**src/rtl/alu_pkg.sv**
```systemverilog
// Shared ALU definitions: datapath width and ALUControl opcodes.
package alu_pkg;

  localparam int unsigned XLEN = 64;

  typedef enum logic [3:0] {
    ALU_AND  = 4'b0000,
    ALU_OR   = 4'b0001,
    ALU_ADD  = 4'b0010,
    ALU_XOR  = 4'b0011,
    ALU_SLL  = 4'b0100,
    ALU_SRL  = 4'b0101,
    ALU_SUB  = 4'b0110,
    ALU_SRA  = 4'b0111,
    ALU_SLT  = 4'b1000,
    ALU_SLTU = 4'b1001
  } alu_op_e;

endpackage

```
**src/rtl/alu_2_if.sv**
```systemverilog
// Operand/result bundle for alu_2; master drives operands, slave is the ALU.
interface alu_2_if;
  import alu_pkg::*;

  logic        [XLEN-1:0] rs1;
  logic        [XLEN-1:0] rs2;
  logic        [3:0]      ALUControl;
  logic signed [XLEN-1:0] rd;
  logic                   zero;
  logic                   carry_out;
  logic                   overflow;
  logic        [XLEN-1:0] rd_q;
  logic                   zero_q;

  modport master (
    output rs1, rs2, ALUControl,
    input  rd, zero, carry_out, overflow, rd_q, zero_q
  );

  modport slave (
    input  rs1, rs2, ALUControl,
    output rd, zero, carry_out, overflow, rd_q, zero_q
  );
endinterface

```
**src/rtl/alu_addsub.sv**
```systemverilog
// 64-bit adder/subtractor: sum = a + b, or a + ~b + 1 when sub is set.
module alu_addsub
  import alu_pkg::*;
(
  input  logic [XLEN-1:0] a,
  input  logic [XLEN-1:0] b,
  input  logic            sub,
  output logic [XLEN-1:0] sum,
  output logic            carry_out,
  output logic            overflow
);

  logic [XLEN-1:0] b_eff;

  // Single carry chain: invert b and inject carry-in for subtraction
  always_comb begin
    b_eff                = sub ? ~b : b;
    {carry_out, sum}     = {1'b0, a} + {1'b0, b_eff} + {{XLEN{1'b0}}, sub};
    overflow             = (a[XLEN-1] == b_eff[XLEN-1]) && (sum[XLEN-1] != a[XLEN-1]);
  end

endmodule

```
**src/rtl/alu_2.sv**
```systemverilog
// 64-bit RISC-V ALU: combinational result/flags plus a one-cycle registered copy.
module alu_2
  import alu_pkg::*;
(
  input  logic    clk,
  input  logic    reset,
  alu_2_if.slave  bus
);

  logic            sub_sel;
  logic [XLEN-1:0] sum;
  logic            add_co;
  logic            add_ov;
  logic [5:0]      shamt;
  logic [XLEN-1:0] result;
  logic            co;
  logic            ov;

  // SLT/SLTU reuse the subtractor to compare
  always_comb begin
    sub_sel = (bus.ALUControl == ALU_SUB) || (bus.ALUControl == ALU_SLT) ||
              (bus.ALUControl == ALU_SLTU);
  end

  alu_addsub u_addsub (
    .a         (bus.rs1),
    .b         (bus.rs2),
    .sub       (sub_sel),
    .sum       (sum),
    .carry_out (add_co),
    .overflow  (add_ov)
  );

  // Result mux; flags only reported for ADD/SUB
  always_comb begin
    result = '0;
    co     = 1'b0;
    ov     = 1'b0;
    shamt  = bus.rs2[5:0];
    case (bus.ALUControl)
      ALU_AND:  result = bus.rs1 & bus.rs2;
      ALU_OR:   result = bus.rs1 | bus.rs2;
      ALU_XOR:  result = bus.rs1 ^ bus.rs2;
      ALU_ADD,
      ALU_SUB: begin
        result = sum;
        co     = add_co;
        ov     = add_ov;
      end
      ALU_SLL:  result = bus.rs1 << shamt;
      ALU_SRL:  result = bus.rs1 >> shamt;
      ALU_SRA:  result = XLEN'($signed(bus.rs1) >>> shamt);
      // signed less-than: difference sign corrected by overflow
      ALU_SLT:  result = {{(XLEN-1){1'b0}}, sum[XLEN-1] ^ add_ov};
      // unsigned less-than: borrow out of the subtractor
      ALU_SLTU: result = {{(XLEN-1){1'b0}}, ~add_co};
      default:  result = '0;
    endcase
  end

  assign bus.rd        = result;
  assign bus.zero      = (result == '0);
  assign bus.carry_out = co;
  assign bus.overflow  = ov;

  // Pipeline copy of result and zero flag; reset clears to the zero value
  always_ff @(posedge clk or posedge reset) begin
    if (reset) begin
      bus.rd_q   <= '0;
      bus.zero_q <= 1'b1;
    end else begin
      bus.rd_q   <= result;
      bus.zero_q <= (result == '0);
    end
  end

endmodule

```
**src/flat_wrapper.sv**
```systemverilog
// flat-port wrapper written by rule: the top's interface ports become plain ports
module alu_2_flat import alu_pkg::*;
  (clk, reset, bus_rs1, bus_rs2, bus_ALUControl, bus_rd, bus_zero, bus_carry_out, bus_overflow, bus_rd_q, bus_zero_q);
  alu_2_if bus_i ();
  input  logic clk;
  input  logic reset;
  input wire logic [$bits(bus_i.rs1)-1:0] bus_rs1;
  input wire logic [$bits(bus_i.rs2)-1:0] bus_rs2;
  input wire logic [$bits(bus_i.ALUControl)-1:0] bus_ALUControl;
  output wire logic [$bits(bus_i.rd)-1:0] bus_rd;
  output wire logic [$bits(bus_i.zero)-1:0] bus_zero;
  output wire logic [$bits(bus_i.carry_out)-1:0] bus_carry_out;
  output wire logic [$bits(bus_i.overflow)-1:0] bus_overflow;
  output wire logic [$bits(bus_i.rd_q)-1:0] bus_rd_q;
  output wire logic [$bits(bus_i.zero_q)-1:0] bus_zero_q;
  assign bus_i.rs1 = bus_rs1;
  assign bus_i.rs2 = bus_rs2;
  assign bus_i.ALUControl = bus_ALUControl;
  assign bus_rd = bus_i.rd;
  assign bus_zero = bus_i.zero;
  assign bus_carry_out = bus_i.carry_out;
  assign bus_overflow = bus_i.overflow;
  assign bus_rd_q = bus_i.rd_q;
  assign bus_zero_q = bus_i.zero_q;
  alu_2 u_core (.clk(clk), .reset(reset), .bus(bus_i));
endmodule
```
**config.mk**
```make
export PLATFORM = sky130hd
export DESIGN_NAME = alu_2_flat
export DESIGN_NICKNAME = d
export VERILOG_FILES = /design/src/rtl/alu_pkg.sv /design/src/rtl/alu_2_if.sv /design/src/rtl/alu_addsub.sv /design/src/rtl/alu_2.sv /design/src/flat_wrapper.sv
export SDC_FILE = /design/constraint.sdc
export NUM_CORES = 1
export LEC_CHECK = 0
export ABC_CLOCK_PERIOD_IN_PS = 10100
export CORE_ASPECT_RATIO = 1.25
export CORE_MARGIN = 2
export CORE_UTILIZATION = 30
export CTS_CLUSTER_SIZE = 24
export DETAILED_ROUTE_END_ITERATION = 10
export PLACE_DENSITY = 0.59
export SYNTH_ARGS = -nofsm -noshare
export SYNTH_HDL_FRONTEND = slang
export SYNTH_SLANG_ARGS = --single-unit
```
**constraint.sdc**
```tcl
create_clock -name clk -period 10.1 [get_ports clk]
set_input_delay 2.02 -clock clk [delete_from_list [all_inputs] [get_ports clk]]
set_output_delay 2.02 -clock clk [all_outputs]
set_load 0.05 [all_outputs]
```
Figure 1. Signal wires on met1.
The bar under the picture is 50 um long. Cells faint in the background.
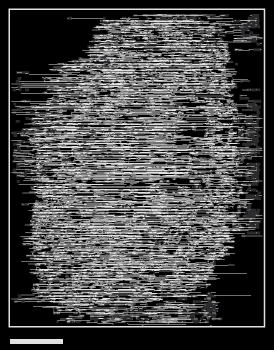
share of all routed wire = 38%
nets with wire on the layer = 3200
wire length on this layer = 54.4 mm
longest straight run = 119 um

Figure 2. Met2 routing.
Cells faint in the background.
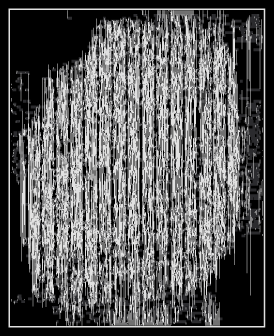
share of all routed wire = 43%
wire length on this layer = 62.1 mm
main direction = vertical

Figure 3. Signal wires on met3.
The bar under the picture is 50 um long. Cells faint in the background.
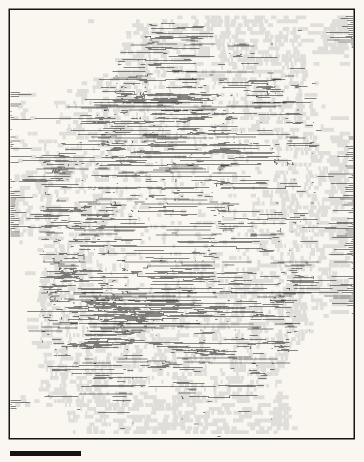
main direction = horizontal
longest straight run = 146 um
wire length on this layer = 14900 um

Figure 4. Close-up of the layout.
Window x 45 to 75, y 60 to 90 um. Cells in gray, sequential cells in the stronger gray; small squares are vias.
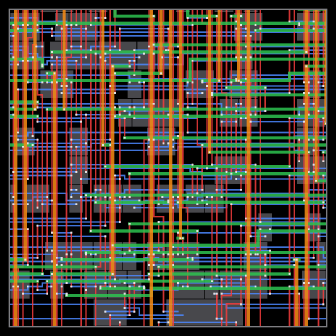
M4 -> orange
M2 -> red
M1 -> blue
M3 -> green
sequential cells in the window = 0
most frequent = nand2_1 (7), nor2_1 (7), a21oi_1 (4)
cells with their middle in the window = 56

==> CHANGELOG.md <==
### Metrics

- Hpwl dp: 117000 um
- Comb area: 0.0178 mm^2
- Placed cell count: 4115
- Hold Crit Class: in2async
- Comb. pwr: 0.00212 W
- Int Power: 0.00116 W
- Sequential power: 0.000304 W
- Synth cell types: 94
- Clock buf/inv share: 0.988%
- Met2 routed WL: 62100 um
- Area share of the largest cell type after synthesis: 11.8%
- Crit. End Element: primary output
- Adder Area Share: 11.9%
- Number of enable flip-flop cells: 0
- Top Registers: u_core.bus.rd_q: 64 flops, u_core.bus.zero_q: 1 flops
- DRT Pass-1 Iters: 8
- Final core occ: 37.7%
- Setup TNS: 0 ns
- Area Growth Syn to Fin: 24.4%
- GR Util met2: 58.5%
- Gate power share: 77.9%
- Crit path arrival time: 8.04 ns
- WL per Instance: 34.6 um
- # rows: 108
- CTS H-tree depth: 3
- Hold_buf cts: 0
- NonClk Buf Share: 17.6%
- CTS tree: done
- CP max stage cell: clkdlybuf4s50_1
- Measured slew at the worst slew-check pin: 1.36 ns
- RSZ-0062 raised after global routing: false
- Non-clk bufs: 486
- Most frequent cells in the layout: nand2_1, nor2_1, buf_4, a21oi_1, clkdlybuf4s50_1
- Bufs and invs on worst path: 4
- Synth Area per Inst: 7.19 um^2
- Final WL: 144000 um
- Global route overflow: 0
- Root Driver: clkbuf_16
- Tmin final: 10.06 ns
- Vias in the first global route: 25.3k
- Result of the run: completed
- Met3 Track Usage GR: 9.57%
- Setup CP Type: in2out
- Setup WS post-layout: 0.0400 ns
- Fraction of registers with async set/reset: 100%
- Yosys warnings: 0
- Xor+xnor area frac: 3.70%
- Share of cells above drive strength 1: 14.7%
- Fin area: 0.0262 mm^2
- Layout clock buffers: 12
- Inverters: 186
- Die X-Extent: 241 um
- Simple-Gate Fraction of Synth Area: 20.6%
- Worst path required time: 8.08 ns
- Well-tap cell count: 935
- Final cell count without fillers: 4148
- Placer Congestion: 1.10
- Tool Warnings: 100
- Die area: 0.0724 mm^2
- Routed Antenna Nets: 0
- Syn Nets: 3265
- Largest register FFs: 64
- Top-count cell post-synth: nand2_1
- VDD IR-drop max: 93.3 uV
- Critical Path End: bus_zero
- Flop share of the area: 6.21%
- Top pwr grp: combinational cells
- CP Cell Sequence: clkdlybuf4s50_1, mux4_2, mux2i_1, mux2i_1, o21ai_0, o21ai_0, nor4_1, o211ai_1, or4_1, nor3_1, nand4_1, buf_4, nor4_4, buf_4, and2_1, buf_12
- Pin count of the biggest net entering global routing: 122
- Die height: 300 um
- Dominant comb cell: AND-OR/OR-AND gates
- Max Clk Rate: 99.4 MHz
- Clock tree buffer depth: 2
- Clock Power Share: 10.9%
- Initial DRC Count: 3689
- Mean number of vias per cell: 6.52
- PortBufs: 265
- Placed inst area: 0.0258 mm^2
- Final nets: 3525
- Biggest register: u_core.bus.rd_q
- Leakage: 11.1 nW
- Main flop type: dfrtp_1
- Clock Pin Slew Worst Setup and Hold Paths: 0.06 ns
- IO Count: 266
- Count of multi-input gates: 2444
- Post-synth area hogs: ha_1, mux2i_1, mux4_2
- Setup violations, final: 0
- Global route hottest layer: met2
- Initial antenna violation count: 17
- Aoi share: 27.7%
- Sequential power share: 11.2%
- Switching Fraction: 57.2%
- Rel. slew slack: 9.45%
- Synthesized area: 0.0211 mm^2
- Synth area leader: ha_1
- Global-route wire length before repair: 197000 um
- Slew Limit Fails: 0
- Fillcell total: 7485
- WL met3: 14900 um
- Yosys stat cell total: 2932
- Hold_ws: 2.23 ns
- CP Launch Point: bus_rs1[27]
- Post_cts resized: 6
- WL met1: 54400 um
- DR top layer: met5
- Top cells by count: nand2_1, nor2_1, a21oi_1
- Number of max-cap violations: 0
- Psw: 0.00156 W
- Core Util at FP: 30.3%
- Met1 global-route usage: 47.0%
- CP Launch Type: primary input
- Register area: 0.00163 mm^2
- Slowest stage delay, CP: 0.91 ns
- Final Power: 0.00272 W
- Mux share: 20.2%
- Most used logic cell in the final layout: nand2_1
- Logic share of the area: 67.9%
- TritonCTS Buffers: 9
- Clk pwr: 0.000297 W
- Crit path max-delay family: simple AND/OR/NAND/NOR gates
- Power Dens Cells: 104 mW/mm^2
- Pre-CTS setup slack: -0.251 ns
Power is estimated from default activity; no workload was simulated.
